Run 1, cells coloured by class:
The bar under the picture is 20 um long. Fill, decap, tap and diode cells in grey.
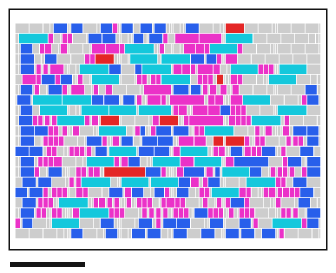
Run 1, clock wiring as the flow saved it:
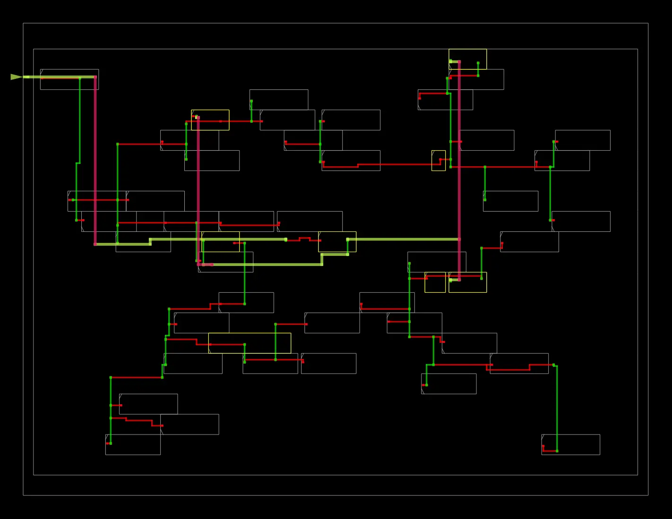
Run 1, drive-strength map:
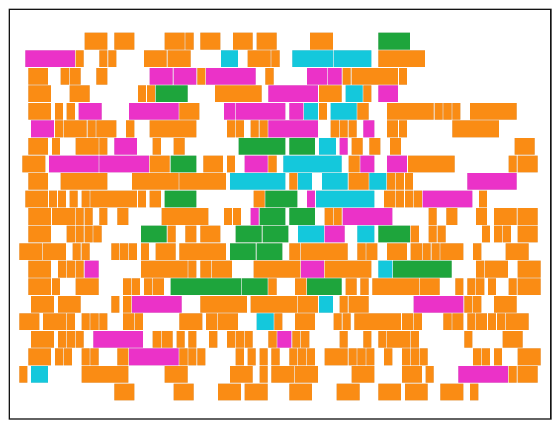
<file path="src/rtl/alu_arbiter.sv">
`default_nettype none
// ============================================================================
// Module      : alu_arbiter
// Description : Round-robin arbiter that shares one multi-cycle ALU between two
//               requesters. Define ALU_ARB_ERR_CHECK_EN to reject opcodes 4..7
//               with ERR instead of issuing them to the ALU.
// Revision    : 1.0
// ============================================================================
module alu_arbiter #(
   parameter int unsigned WAIT_CYCLES = 2
) (
   input  logic       clk_i,
   input  logic       reset_i,
   input  logic       req0_i,
   input  logic       req1_i,
   input  logic [2:0] op0_i,
   input  logic [2:0] op1_i,
   input  logic [7:0] a0_i,
   input  logic [7:0] b0_i,
   input  logic [7:0] a1_i,
   input  logic [7:0] b1_i,
   output logic       gnt0_o,
   output logic       gnt1_o,
   output logic       done0_o,
   output logic       done1_o,
   output logic [7:0] result_out_o,
   output logic       zero_out_o,
   output logic       err_o,
   output logic [7:0] alu_data1_o,
   output logic [7:0] alu_data2_o,
   output logic [2:0] alu_select_o,
   input  logic [7:0] alu_result_i,
   input  logic       alu_zero_i
);

   localparam logic [1:0] ST_IDLE = 2'd0;
   localparam logic [1:0] ST_BUSY = 2'd1;
   localparam logic [1:0] ST_DONE = 2'd2;
   localparam logic [3:0] C_WAIT  = 4'(WAIT_CYCLES);

   logic [1:0] state_q, state_d;
   logic [3:0] cnt_q, cnt_d;
   logic       ptr_q, ptr_d;
   logic       owner_q, owner_d;
   logic [2:0] sel_q, sel_d;
   logic [7:0] data1_q, data1_d;
   logic [7:0] data2_q, data2_d;
   logic [7:0] result_q, result_d;
   logic       zero_q, zero_d;
   logic       gnt0_q, gnt0_d;
   logic       gnt1_q, gnt1_d;
   logic       done0_q, done0_d;
   logic       done1_q, done1_d;

   logic       w_any;
   logic       w_win1;
   logic       w_illegal;
   logic [2:0] w_op;
   logic [7:0] w_a;
   logic [7:0] w_b;

   // Requester 1 wins when it is the only one asking or when the pointer favours it.
   assign w_any  = req0_i | req1_i;
   assign w_win1 = req1_i & (~req0_i | ptr_q);
   assign w_op   = w_win1 ? op1_i : op0_i;
   assign w_a    = w_win1 ? a1_i  : a0_i;
   assign w_b    = w_win1 ? b1_i  : b0_i;

`ifdef ALU_ARB_ERR_CHECK_EN
   logic illegal_q;
   logic err_q;

   assign w_illegal = w_op[2];

   always_ff @(posedge clk_i) begin
      if (!reset_i) begin
         illegal_q <= 1'b0;
         err_q     <= 1'b0;
      end else begin
         if ((state_q == ST_IDLE) && w_any) begin
            illegal_q <= w_illegal;
         end
         err_q <= (state_q == ST_DONE) && illegal_q;
      end
   end

   assign err_o = err_q;
`else
   assign w_illegal = 1'b0;
   assign err_o     = 1'b0;
`endif

   always_comb begin
      state_d  = state_q;
      cnt_d    = cnt_q;
      ptr_d    = ptr_q;
      owner_d  = owner_q;
      sel_d    = sel_q;
      data1_d  = data1_q;
      data2_d  = data2_q;
      result_d = result_q;
      zero_d   = zero_q;
      gnt0_d   = 1'b0;
      gnt1_d   = 1'b0;
      done0_d  = 1'b0;
      done1_d  = 1'b0;

      case (state_q)
         ST_IDLE: begin
            if (w_any) begin
               owner_d = w_win1;
               gnt0_d  = ~w_win1;
               gnt1_d  = w_win1;
               data1_d = w_a;
               data2_d = w_b;
               if (w_illegal) begin
                  // Rejected opcode never reaches the ALU; the select lines keep their old value.
                  cnt_d   = 4'd0;
                  state_d = ST_DONE;
               end else begin
                  sel_d   = w_op;
                  cnt_d   = C_WAIT;
                  state_d = ST_BUSY;
               end
            end
         end

         ST_BUSY: begin
            if (cnt_q <= 4'd1) begin
               result_d = alu_result_i;
               zero_d   = alu_zero_i;
               cnt_d    = 4'd0;
               state_d  = ST_DONE;
            end else begin
               cnt_d = cnt_q - 4'd1;
            end
         end

         ST_DONE: begin
            // The completion pulse is registered on the way out, so it lands one cycle after capture.
            done0_d = ~owner_q;
            done1_d = owner_q;
            ptr_d   = ~owner_q;
            state_d = ST_IDLE;
         end

         default: begin
            state_d = ST_IDLE;
         end
      endcase
   end

   always_ff @(posedge clk_i) begin
      if (!reset_i) begin
         state_q  <= ST_IDLE;
         cnt_q    <= 4'd0;
         ptr_q    <= 1'b0;
         owner_q  <= 1'b0;
         sel_q    <= 3'd0;
         data1_q  <= 8'd0;
         data2_q  <= 8'd0;
         result_q <= 8'd0;
         zero_q   <= 1'b0;
         gnt0_q   <= 1'b0;
         gnt1_q   <= 1'b0;
         done0_q  <= 1'b0;
         done1_q  <= 1'b0;
      end else begin
         state_q  <= state_d;
         cnt_q    <= cnt_d;
         ptr_q    <= ptr_d;
         owner_q  <= owner_d;
         sel_q    <= sel_d;
         data1_q  <= data1_d;
         data2_q  <= data2_d;
         result_q <= result_d;
         zero_q   <= zero_d;
         gnt0_q   <= gnt0_d;
         gnt1_q   <= gnt1_d;
         done0_q  <= done0_d;
         done1_q  <= done1_d;
      end
   end

   assign gnt0_o       = gnt0_q;
   assign gnt1_o       = gnt1_q;
   assign done0_o      = done0_q;
   assign done1_o      = done1_q;
   assign result_out_o = result_q;
   assign zero_out_o   = zero_q;
   assign alu_data1_o  = data1_q;
   assign alu_data2_o  = data2_q;
   assign alu_select_o = sel_q;

endmodule
`default_nettype wire

</file>
<file path="config.mk">
export PLATFORM = sky130hd
export DESIGN_NAME = alu_arbiter
export DESIGN_NICKNAME = d
export VERILOG_FILES = /design/src/rtl/alu_arbiter.sv
export SDC_FILE = /design/constraint.sdc
export NUM_CORES = 1
export LEC_CHECK = 0
export ABC_AREA = 1
export CAP_MARGIN = 20
export CORE_ASPECT_RATIO = 0.75
export CORE_UTILIZATION = 37
export CTS_CLUSTER_SIZE = 24
export DETAILED_ROUTE_END_ITERATION = 16
export GPL_TIMING_DRIVEN = 0
export PLACE_DENSITY_LB_ADDON = 0.12
export SYNTH_ARGS = -nofsm -noshare
export SYNTH_HDL_FRONTEND = slang
export SYNTH_SLANG_ARGS = --single-unit
</file>
<file path="constraint.sdc">
create_clock -name clk_i -period 1.2 [get_ports clk_i]
set_input_delay 0.18 -clock clk_i [delete_from_list [all_inputs] [get_ports clk_i]]
set_output_delay 0.18 -clock clk_i [all_outputs]
set_load 0.005 [all_outputs]
</file>
==> impl_metrics.tcl, run 1 <==
# implementation run metrics
set metrics [dict create \
    status "finished, violations left" \
    violations "setup timing" \
    regArea_um2 825 \
    ys_cells 273 \
    warnings 28 \
    crit_start "cnt_q[0]$_SDFFE_PN0P_" \
    clock.fmax_ghz 0.824 \
    globalRouteTotalUtil_pct 19.1 \
    area_leaders "dfxtp_1 (43%), nand2_1 (14%), nor2_1 (13%), inv_1 (6.1%), o21ai_0 (5.4%)" \
    critPathKind "flop to flop" \
    die_h_um 63.3 \
    worstPathMaxFanout 5 \
    synthMuxAreaShare_pct 0 \
    wirelength_mm 4.99 \
    whs_ns 0.172 \
    top_cell_area_share_pct 43.2 \
    hp-class "input port to flop" \
    antenna_cells 0 \
    critical_path.endpoint "result_out_o[6]$_SDFFE_PN0P_" \
    dp.cells 411 \
    intPower_mw 3.70 \
    finalClockPeriodUsage_pct 101 \
    seq-cell-share_pct 27.1 \
    port_buffers 81 \
    synthAoiAreaFrac_pct 7.89 \
    fp_util_pct 40.1 \
    switching_share_pct 36.6 \
    hold_start "reset_i" \
    power_frac_comb_pct 46.8 \
    ys_sh_simple_pct 35.2 \
    postSynthCellCount 273 \
    n_all_inverters 32 \
    crit_required_ns 1.39 \
    die_x_um 83.7 \
    p_leak_nw 1.50 \
    syn_area_um2 1850 \
    avgSynthCellArea_um2 6.79 \
    routedWlPerCell_um 11.7 \
    grt_pass1_wl_mm 8.07 \
    hold_end "cnt_q[1]$_SDFFE_PN0P_" \
    place_hpwl_mm 3.33 \
    largest_class "non-clock buffers" \
    postCtsSetupBuffers 3 \
    setup_viol 5 \
    p_clk_mw 1.11 \
    drt-initial-drc-count 104 \
    top_logic_kind "simple AND/OR/NAND/NOR gates" \
    nMultiInputCombCells 187 \
    grt.overflow.total 0 \
    cts_tree "built" \
    placed_cell_area_um2 2740 \
    drv_cap 0 \
    synth-edff-count 0 \
    synthAdderAreaFrac_pct 1.35 \
    buf_share_pct 32.2 \
    clock_latency_ns 0.30 \
    cts-root-buf "clkbuf_8" \
    fin_setup_tns_ns -0.0253 \
    synthTopCellsByCount "nand2_1 (71), nor2_1 (65), dfxtp_1 (40)" \
    holdPathStages 3 \
    ff_count 40 \
    clkPwrFrac_pct 19.1 \
    grt_pass1_vias 1760 \
    yosysWarnings 0 \
    p_per_area_nw_per_um2 1910 \
    final_max_slew_viol_count 0 \
    hold_viol_final 0 \
    cts.htree.levels 2 \
    path_clk_slew_ns 0.08 \
    finalCriticalPeriod_ns 1.21 \
    rrSetupSlack_ns -0.01 \
    final.setup.worst_slack_ns -0.0138 \
    ioPinCount 84 \
    synth_chip_area_um2 1850 \
    cts_sinks 40 \
]
## Picture notes: 'cells coloured by class'
class	colour	cells
registers	cyan	40
clock drivers and dummy loads	red	8
remaining buffers and delay cells	blue	102
remaining logic cells	magenta	219
Design Area, Final: 3050 um2
core area: 4620 um2

## Picture notes: 'clock wiring as the flow saved it'
layout clock buffer count: 5
final setup skew: 0.00226 ns
Num CTS Buffers: 5

## Picture notes: 'drive-strength map'
size	colour	cells	share	most used
x1 and smaller	orange	294	80%	nand2_1
x2	magenta	37	10%	dfxtp_2
x3 and x4	cyan	19	5.1%	buf_4
x6 and larger	green	19	5.1%	buf_6
synth-to-layout area growth: 64.3%
Non-CTS buffers: 102
final worst slack: -0.0138 ns

==> run 1: per-layer routing <==
layer | vias to the layer above | share of wire (%) | track usage, %
met5 | - | 0 | 0
met4 | 0 | 2.3 | 6.99
met3 | 11 | 7.6 | 6.42
met2 | 69 | 43 | 29.8
met1 | 827 | 47 | 24.6
li1 | 1011 | - | -
==> run 1: cell usage in the layout, fill, tap and decap left out <==
master / netlist / final
clkinvlp_4: 0 / 1
o21ai_2: 1 / 1
a21oi_2: 1 / 2
ha_4: 0 / 2
buf_4: 6 / 6
inv_2: 1 / 3
o21ai_1: 0 / 12
clkbuf_16: 0 / 1
conb_1: 1 / 1
nand2_1: 71 / 69
buf_6: 2 / 10
dlygate4sd2_1: 0 / 32
nor2_8: 1 / 1
nand2_2: 1 / 2
nor2_4: 1 / 2
clkbuf_8: 0 / 5
clkinv_2: 0 / 1
clkdlybuf4s50_1: 0 / 49
bufinv_16: 0 / 1
buf_2: 4 / 1
a21oi_1: 4 / 2
dfxtp_4: 0 / 1
inv_4: 1 / 4
inv_1: 30 / 25
a21oi_4: 0 / 1
dfxtp_1: 40 / 23
a31o_2: 1 / 1
nand3_1: 14 / 8
nand2_4: 0 / 1
xor2_1: 1 / 1
nand3_4: 1 / 1
dfxtp_2: 0 / 16
buf_8: 0 / 1
nor2_2: 1 / 3
clkbuf_1: 2 / 2
nand3_2: 1 / 7
nor2_1: 65 / 62
o21ai_0: 20 / 8
==> run 1: critical path: stages, from the launching register on <==
cell and delay, ns:
dfxtp_4 0.37, inv_4 0.07, ha_4 0.13, inv_2 0.04, nand2_4 0.08, nand3_4 0.12
buf_6 0.17, nand3_1 0.06, nand2_1 0.06
==> run 2, diff against run 1 <==
SETUP_SLACK_MARGIN = 0.02   (was unset)
Run 2, cells coloured by class:
The bar under the picture is 20 um long. Fill, decap, tap and diode cells in grey.
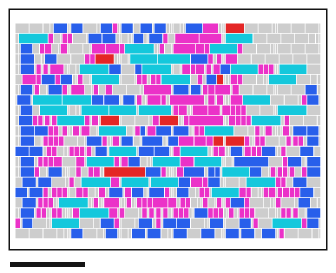
class	colour	cells
registers	cyan	40
remaining buffers and delay cells	blue	103
remaining logic cells	magenta	219
clock drivers and dummy loads	red	8
Design Area, Final: 3110 um2
Final Util: 67.2%
FP Rows: 21
Seq area share: 26.6%

Run 2, clock wiring as the flow saved it:
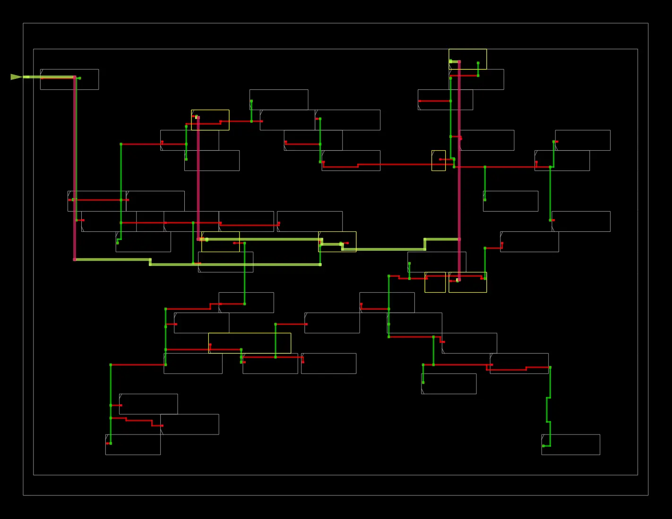
final setup skew: 0.00155 ns
clk ins delay skew pair: 0.30 ns

==> run 2 against run 1 <==
  * The flow still finishes with violations (setup timing)
  * Die size is the same
  * Global-route usage grew 0.084 points
  * Sequential power about the same
  * Core utilization up 1.3 points
  * Sequential cell count stayed put
  * Synthesized cell count unchanged
  * Clock-buffer cell count stayed put
  * Critical path depth unchanged
  * Total power rose by 1.7%
  * Via count rose by 0.73%
  * Wire length increased by 0.94%
  * Critical path type unchanged
  * Largest cell class unchanged
==> impl_metrics.tcl, run 2 <==
# implementation run metrics
set metrics [dict create \
    synth-edff-count 0 \
    wirelength_mm 5.04 \
    clkPwrFrac_pct 18.7 \
    grt_pass1_vias 1754 \
    setup_viol 1 \
    critPathKind "flop to flop" \
    synthAdderAreaFrac_pct 1.35 \
    drc_errors 0 \
    synthAoiAreaFrac_pct 7.89 \
    status "finished, violations left" \
    drv_cap 0 \
    grt_max_degree 14 \
    final_max_slew_viol_count 0 \
    hold_viol_final 0 \
    ioPinCount 84 \
    regArea_um2 827 \
    grt_pass1_wl_mm 8.09 \
    avgSynthCellArea_um2 6.79 \
    routedWlPerCell_um 11.8 \
    ys_cells 273 \
    synthTopCellsByCount "nand2_1 (71), nor2_1 (65), dfxtp_1 (40)" \
    crit_required_ns 1.43 \
    power_frac_comb_pct 47.6 \
    port_buffers 81 \
    cts_tree "built" \
    dp.cells 411 \
    p_clk_mw 1.11 \
    p_leak_nw 1.53 \
    core_area_um2 4620 \
    violations "setup timing" \
    finalCriticalPeriod_ns 1.20 \
    areaGrowthSynthToFinish_pct 67.5 \
    highest-signal-layer "met4" \
    cts-root-buf "clkbuf_8" \
    antenna_cells 0 \
    grtUsageMet1_pct 24.6 \
    intPower_mw 3.76 \
    area_leaders "dfxtp_1 (43%), nand2_1 (14%), nor2_1 (13%), inv_1 (6.1%), o21ai_0 (5.4%)" \
    top_cell_area_share_pct 43.2 \
    warnings 29 \
    switching_share_pct 36.7 \
    cts_made_buffers 5 \
    wl_met1_mm 2.35 \
    synth_chip_area_um2 1850 \
    top_logic_kind "simple AND/OR/NAND/NOR gates" \
    drt-initial-drc-count 96 \
    die_h_um 63.3 \
    met2_usage_pct 30.2 \
    worstPathMaxFanout 5 \
    synthMuxAreaShare_pct 0 \
    top_usage_layer "met2" \
    globalRouteTotalUtil_pct 19.2 \
    clock.fmax_ghz 0.833 \
    dr_wl_met2_mm 2.25 \
    final.setup.worst_slack_ns -0.000199 \
    fp_util_pct 40.1 \
    p_per_area_nw_per_um2 1910 \
    wl_met3_um 364 \
    most-common-layout-cells "nand2_1 (65), nor2_1 (60), clkdlybuf4s50_1 (47)" \
    p_total_mw 5.94 \
    p_seq_mw 2.00 \
]
run 2: cell counts after synthesis:
No cell type changed its count.
run 2: worst max-delay path, stage by stage, from the launching register on:
cell     delay (ns)
dfxtp_4        0.38
inv_4          0.04
ha_4           0.15
inv_2          0.06
nand2_4        0.07
nand3_4        0.11
buf_6          0.15
nand3_2        0.07
a21oi_2        0.09
run 2: layout make-up:
cell class | instances | area share (%)
Timing Repair Buffer | 89 | 27.6
Inverter | 32 | 4.35
Clock inverter | 3 | 1.37
Tap cell | 57 | 2.30
Buffer | 14 | 4.39
Multi-Input combinational cell | 187 | 31.1
Clock buffer | 5 | 2.22
Sequential cell | 40 | 26.6
run 2: per-stage QoR:
step	area [um2]	TNS [ns]	util [%]
3_5_place_dp	2740	-7.45	59.2
5_1_grt	3110	-0.550	67.2
2_1_floorplan	1860	0	-
4_1_cts	2940	0	63.5
3_3_place_gp	2740	-7.17	59.2
6_report	3110	-0.000199	67.2
run 2: path summary, 6_finish.rpt:
| path | start | endpoint | slack, ns | cells after the start |
|---|---|---|---|---|
| setup / recovery | cnt_q[0]$_SDFFE_PN0P_ | cnt_q[1]$_SDFFE_PN0P_ | -0.0002 | 8 |
| hold / removal | reset_i | cnt_q[1]$_SDFFE_PN0P_ | 0.17 | 3 |
| setup reg to reg | cnt_q[0]$_SDFFE_PN0P_ | cnt_q[1]$_SDFFE_PN0P_ | -0.0002 | 8 |
| hold reg to reg | owner_q$_SDFFE_PN0P_ | done1_o$_SDFF_PN0_ | 0.45 | 2 |
run 2: what timing repair did:
action / 4_1_cts / 5_1_grt
gates cloned: 1 / 3
setup buffers: 4 / 0
resized: 68 / 54
hold buffers: 0 / 0
setup endpoints to repair: 55 / 32
pin swaps: 5 / 9
Power figures rest on the tool's default switching activity, not on a simulated workload.
